--- src/rtl/cpu_pkg.sv ---
// cpu_pkg: datapath widths, ALU select codes and operand-stage types shared across the CPU.
package cpu_pkg;
  localparam int DATA_W = 16;
  localparam int REG_ADDR_W = 3;
  localparam int SEL_W = 4;
  localparam int NUM_REGS = 1 << REG_ADDR_W;
  localparam logic [SEL_W-1:0] ALU_ADD = 4'd0;
  localparam logic [SEL_W-1:0] ALU_SUB = 4'd1;
  localparam logic [SEL_W-1:0] ALU_AND = 4'd2;
  localparam logic [SEL_W-1:0] ALU_OR = 4'd3;
  localparam logic [SEL_W-1:0] ALU_XOR = 4'd4;
  localparam logic [SEL_W-1:0] ALU_NOT = 4'd5;
  localparam logic [SEL_W-1:0] ALU_PASS_B = 4'd6;
  localparam logic [SEL_W-1:0] ALU_SHL = 4'd7;
  localparam logic [SEL_W-1:0] ALU_SHR = 4'd8;
  typedef enum logic {ST_EMPTY, ST_FULL} stage_state_e;
  // One-hot of a register index; r0 never has a scoreboard bit.
  function automatic logic [NUM_REGS-1:0] reg_mask(input logic [REG_ADDR_W-1:0] a, input logic en);
    return (en && a != '0) ? NUM_REGS'(1) << a : '0;
  endfunction
endpackage

--- src/rtl/reg_file.sv ---
// reg_file: 8 x 16 general registers, two async read ports, one sync write port, r0 hardwired to zero.
module reg_file
  import cpu_pkg::*;
(
  input  logic                  clk,
  input  logic                  rst_n,
  input  logic [REG_ADDR_W-1:0] raddr1_i,
  input  logic [REG_ADDR_W-1:0] raddr2_i,
  output logic [DATA_W-1:0]     rdata1_o,
  output logic [DATA_W-1:0]     rdata2_o,
  input  logic                  we_i,
  input  logic [REG_ADDR_W-1:0] waddr_i,
  input  logic [DATA_W-1:0]     wdata_i
);
  logic [DATA_W-1:0] regs_q [NUM_REGS];
  always_ff @(posedge clk or negedge rst_n)
    if (!rst_n)
      for (int i = 0; i < NUM_REGS; i++) regs_q[i] <= '0;
    else if (we_i && waddr_i != '0)
      regs_q[waddr_i] <= wdata_i;
  assign rdata1_o = (raddr1_i == '0) ? '0 : regs_q[raddr1_i];
  assign rdata2_o = (raddr2_i == '0) ? '0 : regs_q[raddr2_i];
endmodule

--- src/rtl/operand_stage.sv ---
// operand_stage: operand fetch with write-back bypass, pending scoreboard and a registered
// valid/ready output feeding the ALU.
module operand_stage
  import cpu_pkg::*;
(
  input  logic                  clk,
  input  logic                  rst_n,
  input  logic                  in_valid,
  output logic                  in_ready,
  input  logic [SEL_W-1:0]      in_alu_sel,
  input  logic [REG_ADDR_W-1:0] in_rs1,
  input  logic [REG_ADDR_W-1:0] in_rs2,
  input  logic [REG_ADDR_W-1:0] in_rd,
  input  logic                  in_wr_en,
  input  logic                  in_use_imm,
  input  logic [DATA_W-1:0]     in_imm,
  input  logic                  wb_en,
  input  logic [REG_ADDR_W-1:0] wb_addr,
  input  logic [DATA_W-1:0]     wb_data,
  output logic                  out_valid,
  input  logic                  out_ready,
  output logic [SEL_W-1:0]      ALUSelect,
  output logic [DATA_W-1:0]     data1,
  output logic [DATA_W-1:0]     data2,
  output logic [REG_ADDR_W-1:0] out_rd,
  output logic                  out_wr_en
);
  stage_state_e state_q, state_d;
  logic [NUM_REGS-1:0] pend_q, pend_d;
  logic [SEL_W-1:0] sel_q;
  logic [DATA_W-1:0] d1_q, d2_q, rf_d1, rf_d2, op1, op2;
  logic [REG_ADDR_W-1:0] rd_q;
  logic wr_q, hit1, hit2, hitd, hazard, accept;
  reg_file u_rf (
    .clk(clk), .rst_n(rst_n),
    .raddr1_i(in_rs1), .raddr2_i(in_rs2),
    .rdata1_o(rf_d1), .rdata2_o(rf_d2),
    .we_i(wb_en), .waddr_i(wb_addr), .wdata_i(wb_data)
  );
  // A register being written back this cycle is both bypassed and no longer a hazard.
  always_comb begin
    hit1 = wb_en && wb_addr == in_rs1 && in_rs1 != '0;
    hit2 = wb_en && wb_addr == in_rs2 && in_rs2 != '0;
    hitd = wb_en && wb_addr == in_rd && in_rd != '0;
    op1 = hit1 ? wb_data : rf_d1;
    op2 = in_use_imm ? in_imm : hit2 ? wb_data : rf_d2;
    hazard = (pend_q[in_rs1] && !hit1) || (!in_use_imm && pend_q[in_rs2] && !hit2) ||
             (in_wr_en && pend_q[in_rd] && !hitd);
    in_ready = (state_q == ST_EMPTY || out_ready) && !hazard;
    accept = in_valid && in_ready;
    pend_d = (pend_q & ~reg_mask(wb_addr, wb_en)) | reg_mask(in_rd, accept && in_wr_en);
  end
  always_ff @(posedge clk or negedge rst_n)
    if (!rst_n) state_q <= ST_EMPTY;
    else state_q <= state_d;
  always_comb
    state_d = (state_q == ST_EMPTY) ? (accept ? ST_FULL : ST_EMPTY)
                                    : ((out_ready && !accept) ? ST_EMPTY : ST_FULL);
  always_comb out_valid = state_q == ST_FULL;
  always_ff @(posedge clk or negedge rst_n)
    if (!rst_n) begin
      pend_q <= '0;
      sel_q <= '0;
      d1_q <= '0;
      d2_q <= '0;
      rd_q <= '0;
      wr_q <= 1'b0;
    end else begin
      pend_q <= pend_d;
      if (accept) begin
        sel_q <= in_alu_sel;
        d1_q <= op1;
        d2_q <= op2;
        rd_q <= in_rd;
        wr_q <= in_wr_en;
      end
    end
  assign ALUSelect = sel_q;
  assign data1 = d1_q;
  assign data2 = d2_q;
  assign out_rd = rd_q;
  assign out_wr_en = wr_q;
endmodule

--- config.mk ---
export PLATFORM = sky130hd
export DESIGN_NAME = operand_stage
export DESIGN_NICKNAME = d
export VERILOG_FILES = /design/src/rtl/cpu_pkg.sv /design/src/rtl/reg_file.sv /design/src/rtl/operand_stage.sv
export SDC_FILE = /design/constraint.sdc
export NUM_CORES = 1
export LEC_CHECK = 0
export CAP_MARGIN = 25
export CORE_MARGIN = 2
export CORE_UTILIZATION = 40
export CTS_BUF_LIST = sky130_fd_sc_hd__clkbuf_4
export DETAILED_ROUTE_END_ITERATION = 10
export HOLD_SLACK_MARGIN = 0.03
export PLACE_DENSITY = 0.57
export SYNTH_ARGS = -nofsm -noshare
export SYNTH_HDL_FRONTEND = slang
export SYNTH_SLANG_ARGS = --single-unit
--- constraint.sdc ---
create_clock -name clk -period 6.15 [get_ports clk]
set_input_delay 0.9225 -clock clk [delete_from_list [all_inputs] [get_ports clk]]
set_output_delay 0.9225 -clock clk [all_outputs]
set_load 0.03 [all_outputs]
==> impl_metrics.ini, run 1 <==
; physical design summary
[grt]
antenna_found_initial = 1
busiest_layer = met2
overflow = 0
grt_max_degree = 67

[drt]
viasPerCell = 5.80
antenna_left = 0
num_vias = 5774
routedWlPerCell_microns = 23.3
wl_met2_mm = 11.3

[final_timing]
rsz0062_at_grt = false
fin_ws_ps = 1650
drv_slew = 0
report.final.setup_viol = 0
worst_pin_slew_ps = 828

[placed_design]
place_ws_ps = 1670
dpl-instance-area_sq_um = 10400
gp_congestion = 0.772

[finish]
final_cells = 995
layout-drive-gt1-share = 0.384
design_area_sq_um = 10700
final_common_cell = dfrtp_1

[power]
leakage_uw = 0.00437
vdd_ir_drop_max_uv = 136
power.total_uw = 3530

[yosys]
ys_sh_mux = 0.391
avgSynthCellArea_sq_um = 14.7
top_logic_kind = multiplexers
common_cells = 177 x dfrtp_1, 149 x mux2_2, 67 x mux4_2
ys_top_cells_by_area = dfrtp_1 48%, mux2_2 18%, mux4_2 16%
adder_share = 0
synth_top_area_share = 0.481
ys_area_sq_um = 9210
edf_count = 0

[floorplan]
die_w_microns = 156
initCoreUtil = 0.407
ios = 97

[worst_setup_path]
critical_path_required_ps = 5230
cpMostUsedCell = clkdlybuf4s50_1
crit_buf_inv = 3
path_class = in -> out

[cts]
postCtsHoldBufs = 0

[run_status]
outcome = finished clean
## run 1: final cells by class
| class | count | area, sq um |
|---|---|---|
| Clock inverter | 13 | 145 |
| Clock buffer | 17 | 128 |
| Antenna cell | 1 | 2.50 |
| Tap cell | 285 | 357 |
| Fill cell | 2005 | 12000 |
| Sequential cell | 177 | 4430 |
| Timing Repair Buffer | 115 | 1120 |
| Multi-Input combinational cell | 383 | 4460 |
| Inverter | 4 | 15.0 |
## run 1: registers in the layout (all words and copies together) (netlist names)
name and count:
data2 16, out_wr_en 1, u_rf.regs_q 128, out_valid 1
pend_q 8, ALUSelect 4, out_rd 3, data1 16
## run 1: power by group
group          total (uW)  switching, uW  internal [uW]
logic                1230            571            657
clock network         671            398            273
registers            1630            182           1450
### Cell sizes after repair, run 1

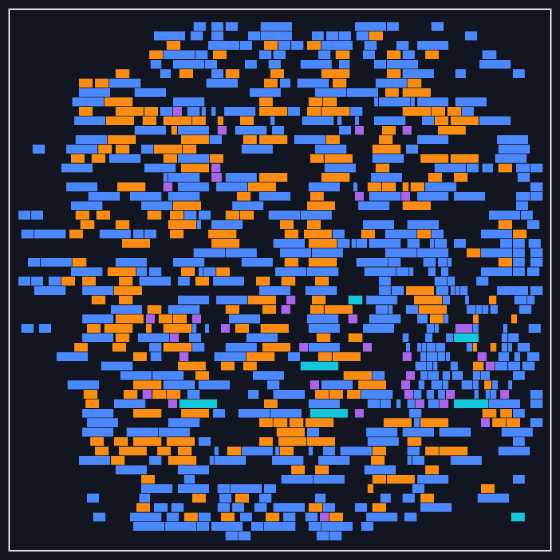
Key: purple = x3 and x4 [cells 36, share 5.1%]; cyan = x6 and larger [cells 7, share 0.99%]; orange = x2 [cells 229, share 32%]; blue = x1 and smaller [cells 437, share 62%]

### Clock distribution, run 1

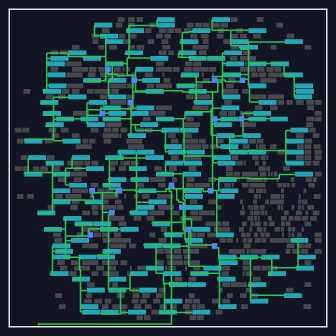
Key: green = clock wires [length 2210 microns]; cyan = flip-flops [count 177]; blue = clock-net drivers [count 17]
Position of the flops: widely spread. There are 18 routed clock nets.

### Logic cells by family, run 1

Scale bar: 50 microns.
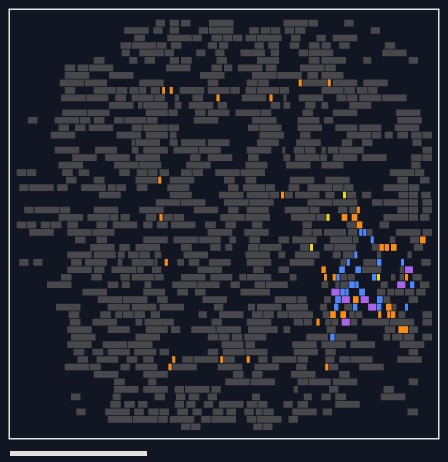
Key: purple = xor and xnor cells [cells 7, most used xnor2_1]; yellow = inv cells [cells 4, most used inv_1, where right middle]; blue = nand cells [cells 24, most used nand2_1]; orange = nor cells [cells 36, most used nor2_1]

### Routing congestion map, run 1

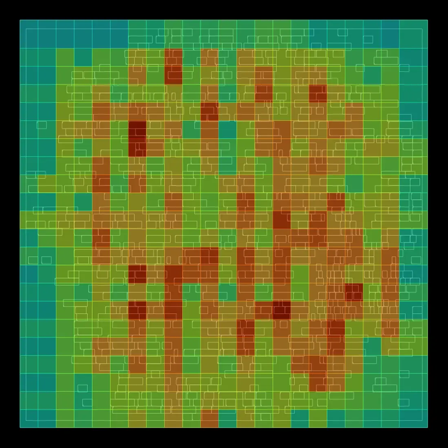
M3 GR Usage: 0.0350
met2 Usage GRT: 0.329
GRT Resource Usage Total: 0.201

### Met3 routing, run 1

Cells faint in the background.
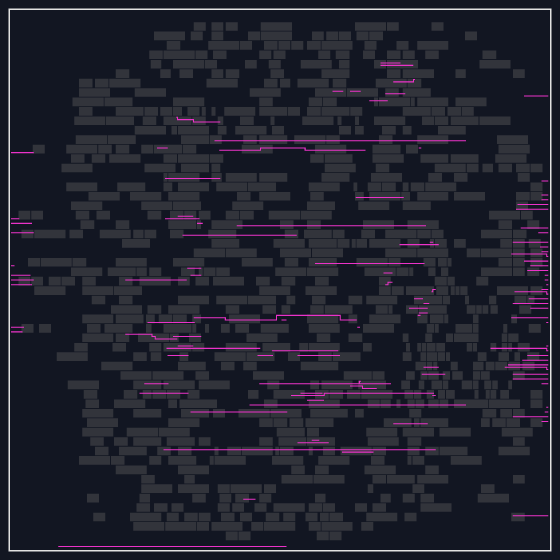

==> inputs of run 2 (changes only) <==
Settings changed: PLACE_DENSITY 0.57 to 0.59.
Clock period 6.15 ns to 3.8 ns, I/O delays scaled along.
### Met3 routing, run 2

Cells faint in the background.
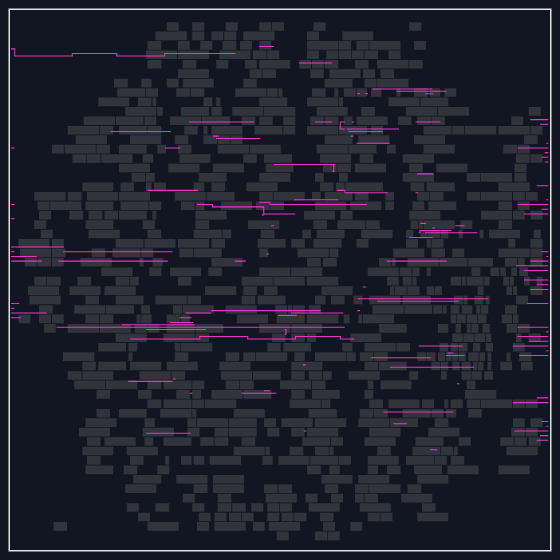
The wires run mostly horizontal. 85 nets have wire on it. The layer holds 4.7% of the routed length.

### Routing congestion map, run 2

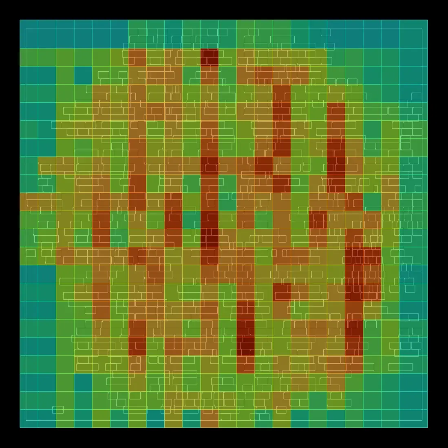
Core Util, Final: 0.470
met2 Usage GRT: 0.336
M3 GR Usage: 0.0361
global routing met1 resource utilization: 0.280
gr busiest metal: met2

### Cell sizes after repair, run 2

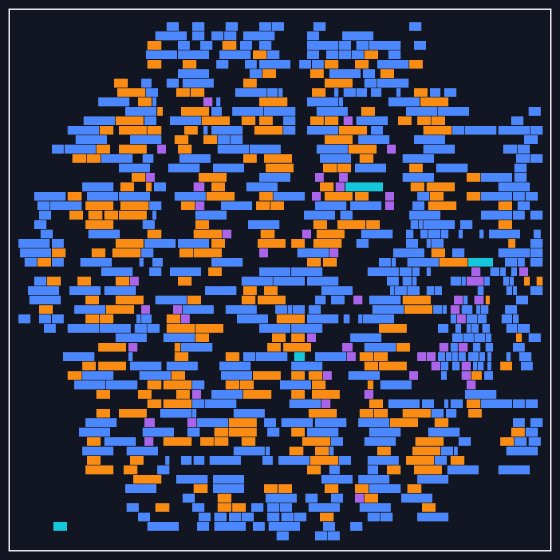
Key: purple = x3 and x4 [cells 50, share 7.0%]; orange = x2 [cells 227, share 32%]; cyan = x6 and larger [cells 4, share 0.56%]; blue = x1 and smaller [cells 435, share 61%]

==> impl_metrics.ini, run 2 <==
; physical design summary
[power]
p_int_uw = 3730
p_sw_uw = 1900
p_sw_frac = 0.338
vdd_ir_drop_max_uv = 257
seqPwrFrac = 0.470
p_clk_frac = 0.177
leakage_uw = 0.00437
p_comb_frac = 0.354
power.total_uw = 5620

[yosys]
async_flop_share = 1.00
ys_sh_mux = 0.391
avgSynthCellArea_sq_um = 14.7
ys_sh_aoi = 0.0492
syn_inst = 625
syn_area_sq_um = 9210
common_cells = 177 x dfrtp_1, 149 x mux2_2, 67 x mux4_2
simple_gate_share = 0.0372
edf_count = 0
ys_area_sq_um = 9210
synth-seq-cells = 177
synth_top_area_share = 0.481
top_logic_kind = multiplexers
most_common_cell = dfrtp_1
ys_sh_xor = 0.00666
ys_top_cells_by_area = dfrtp_1 48%, mux2_2 18%, mux4_2 16%
yosys.stat.seqShare = 0.481
adder_share = 0

[drt]
wl_met2_mm = 11.6
num_vias = 5872
drt-met1-wl_mm = 10.4
routedWlPerCell_microns = 23.5
viasPerCell = 5.86
wl_mm = 23.6
antenna_left = 0

[worst_setup_path]
critPathMaxFanout = 12
critical_path_required_ps = 3230
endpoint = in_ready
cp.depth = 8
cp.arrival_ps = 2520
crit_buf_inv = 2
reg2reg_depth = 7
reg2reg_to = data2[3]
ff2ff_setup_slack_ps = 1490
path_class = in -> out
startpoint_type = input port
path_cells = clkdlybuf4s50_1 -> xnor2_1 -> or3b_1 -> o22a_1 -> nand2_1 -> nand3_1 -> nor3_1 -> buf_4

[grt]
overflow = 0
grt_max_degree = 93
grt_usage = 0.205
grt_pass1_wl_mm = 37.2
antenna_found_initial = 1

[cts]
cts_resized = 0
worstSkewPairLatency_ps = 590
htreeDepth = 4
postCtsHoldBufs = 0
cts_buffers = 17

[floorplan]
chipHeight_microns = 156
die_w_microns = 156
initCoreUtil = 0.407
ios = 97

[final_timing]
report.final.setup_viol = 0
fin_ws_ps = 706
tns_ps = 0
fin_crit_ps = 3090
rsz0062_at_grt = false
drv_slew = 0
whs_ps = 75.5
worst_pin_slew_ps = 865
fmax_ghz = 0.323

[finish]
final_cell_mix = 177 x dfrtp_1, 149 x mux2_2, 90 x clkdlybuf4s50_1
final_common_cell = dfrtp_1
top_register = u_rf.regs_q
final_cells = 1002
layout-drive-gt1-share = 0.392
largest_reg_flops = 128
design_area_sq_um = 10600

[hold_path]
min_path_type = in -> async

[run_status]
outcome = finished clean

[placed_design]
dpl-instance-area_sq_um = 10400
place_ws_ps = 585
gp_congestion = 0.787
-- run 2: netlist changes by cell type in the layout (fill, tap and decap cells not counted), sizes merged --
cell	previous run	this run
clkbuf	17	18
bufinv	3	1
buf	24	30
clkdlybuf4s50	91	90
clkinv	9	8
clkinvlp	0	4
-- run 2: power groups by stage --
stage          sequential (uW)  clock [uW]  combinational (uW)
6_report                  2640         994                1990
4_1_cts                   2640        1030                2010
3_5_place_dp              2680           0                2010
3_3_place_gp              2630           0                1970
5_1_grt                   2700        1110                2120
2_1_floorplan             2960           0                 963
-- run 2: layout make-up --
class | count | area [sq um]
fill | 1983 | 12000
antenna | 1 | 2.50
multi-input combinational | 383 | 4460
inverter | 4 | 15.0
tap | 285 | 357
clock buffer | 17 | 128
timing repair buffer | 121 | 1140
clock inverter | 14 | 118
sequential | 177 | 4430
### Logic cells by family, run 2

Scale bar: 50 microns.
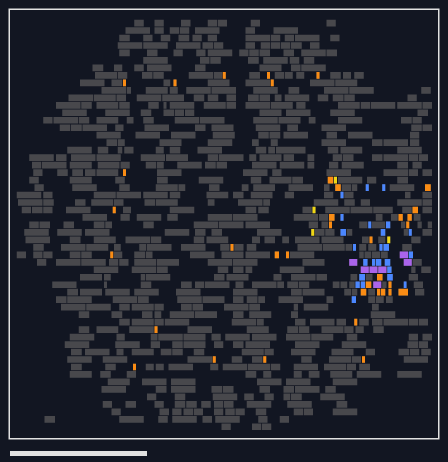

==> inputs of run 3 (changes only) <==
Clock period 3.8 ns to 2.5 ns, I/O delays scaled along.
### Logic cells by family, run 3

Scale bar: 50 microns.
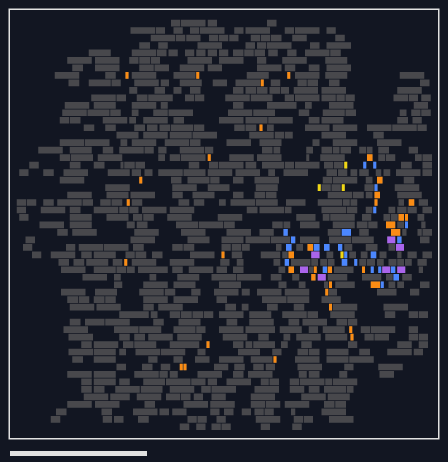
Key: blue = nand cells [cells 24, most used nand2_1, where right middle]; purple = xor and xnor cells [cells 7, most used xnor2_1, where right middle]; yellow = inv cells [cells 4, most used inv_1, where right middle]; orange = nor cells [cells 36, most used nor2_1]

### Clock distribution, run 3

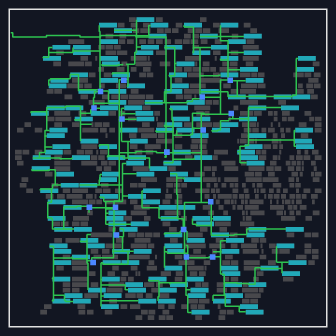
Key: cyan = flip-flops [count 177]; green = clock wires [length 2140 microns]; blue = clock-net drivers [count 17]
There are 18 routed clock nets. Position of the flops: widely spread.

### Routing congestion map, run 3

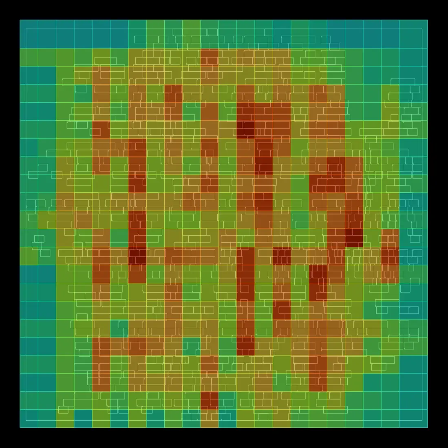
M3 GR Usage: 0.0297
global routing met1 resource utilization: 0.279
post-DR wirelength/cell: 23.2 microns

==> impl_metrics.ini, run 3 <==
; physical design summary
[drt]
viasPerCell = 5.84
num_vias = 6059
wl_met3_mm = 1.02
antenna_left = 0
first_pass_iters = 5
drt-met1-wl_mm = 10.9
wl_mm = 24.1
wl_met2_mm = 11.7

[worst_setup_path]
endpoint = in_ready
critPathMaxFanout = 2
reg2reg_to = data2[15]
cp.arrival_ps = 2240
crit_path_end_kind = primary output
reg2reg_depth = 10
path_class = reg -> out
startpoint_type = flip-flop
critical_path_required_ps = 2120
ff2ff_setup_slack_ps = -100

[run_status]
outcome = finished, violations left
violations = negative setup slack

[finish]
final_cell_mix = 177 x dfrtp_1, 130 x mux2_2, 90 x clkdlybuf4s50_1
final_cells = 1038
final_common_cell = dfrtp_1
largest_reg_flops = 128
top_register = u_rf.regs_q
fillers = 1953
utilization = 0.502
area.sequential_sq_um = 4430
layout-drive-gt1-share = 0.431
comb_area_sq_um = 4560

[yosys]
ys_sh_mux = 0.391
avgSynthCellArea_sq_um = 14.7
ys_sh_xor = 0.00666
synth_top_area_share = 0.481
syn_inst = 625
simple_gate_share = 0.0372
synth-seq-cells = 177
async_flop_share = 1.00
yosys.stat.seqShare = 0.481
edf_count = 0
adder_share = 0
most_common_cell = dfrtp_1
ys_top_cells_by_area = dfrtp_1 48%, mux2_2 18%, mux4_2 16%
syn_area_sq_um = 9210
ys_area_sq_um = 9210

[grt]
grt_pass1_wl_mm = 37.4
overflow = 0
use_met2 = 0.346
grt_usage = 0.206
antenna_found_initial = 1
busiest_layer = met2
grt_max_degree = 61
grt_pass1_vias = 6459

[floorplan]
ios = 97
initCoreUtil = 0.407
die_w_microns = 156
chipHeight_microns = 156

[power]
leakage_uw = 0.00475
pg_clk_uw = 1920
pg_seq_uw = 4030
power.total_uw = 9250
p_clk_frac = 0.208
p_per_area_nw_per_um2 = 815
power.group.top = registers
combinationalPower_uw = 3300
p_int_uw = 6310
p_sw_uw = 2940
p_sw_frac = 0.318
vdd_ir_drop_max_uv = 308
p_comb_frac = 0.357
seqPwrFrac = 0.436

[final_timing]
fmax_ghz = 0.382
report.final.setup_viol = 41
whs_ps = 337
fin_crit_ps = 2620
fin_ws_ps = -120
tns_ps = -1750
worst_pin_slew_ps = 593
rsz0062_at_grt = true
drv_slew = 0

[cts]
worstSkewPairLatency_ps = 560
htreeDepth = 4
cts_buffers = 17

[hold_path]
min_path_type = in -> async

[placed_design]
dpl-instance-area_sq_um = 10800
gp_congestion = 0.808
place_ws_ps = -189

[flow_run]
max-cap-violations = 0
run 3: repair_timing:
item | CTS | global route
setup buffers | 6 | 2
endpoints found under the hold margin | 57 | 0
cloned | 0 | 3
setup endpoints to repair | 1 | 48
gates resized | 9 | 24
pin swaps | 1 | 4
hold buffers | 1 | 0
run 3: worst max-delay path: cells and delay by family, from the launching register on:
| kind | cells | cell delay, ps |
|---|---|---|
| and+or+nand+nor | 3 | 350 |
| buffers and inverters | 1 | 180 |
| muxes | 1 | 490 |
| DFF | 1 | 440 |
| AOI/OAI and AO/OA | 2 | 220 |
run 3: cell type report:
cell class                 count  share of cell area
tap                          285              0.0314
sequential                   177               0.390
clock inverter                13              0.0184
multi-input combinational    383               0.402
clock buffer                  19              0.0126
timing repair buffer         156               0.144
inverter                       4             0.00132
antenna                        1            0.000220
Power and IR drop assume default switching activity.
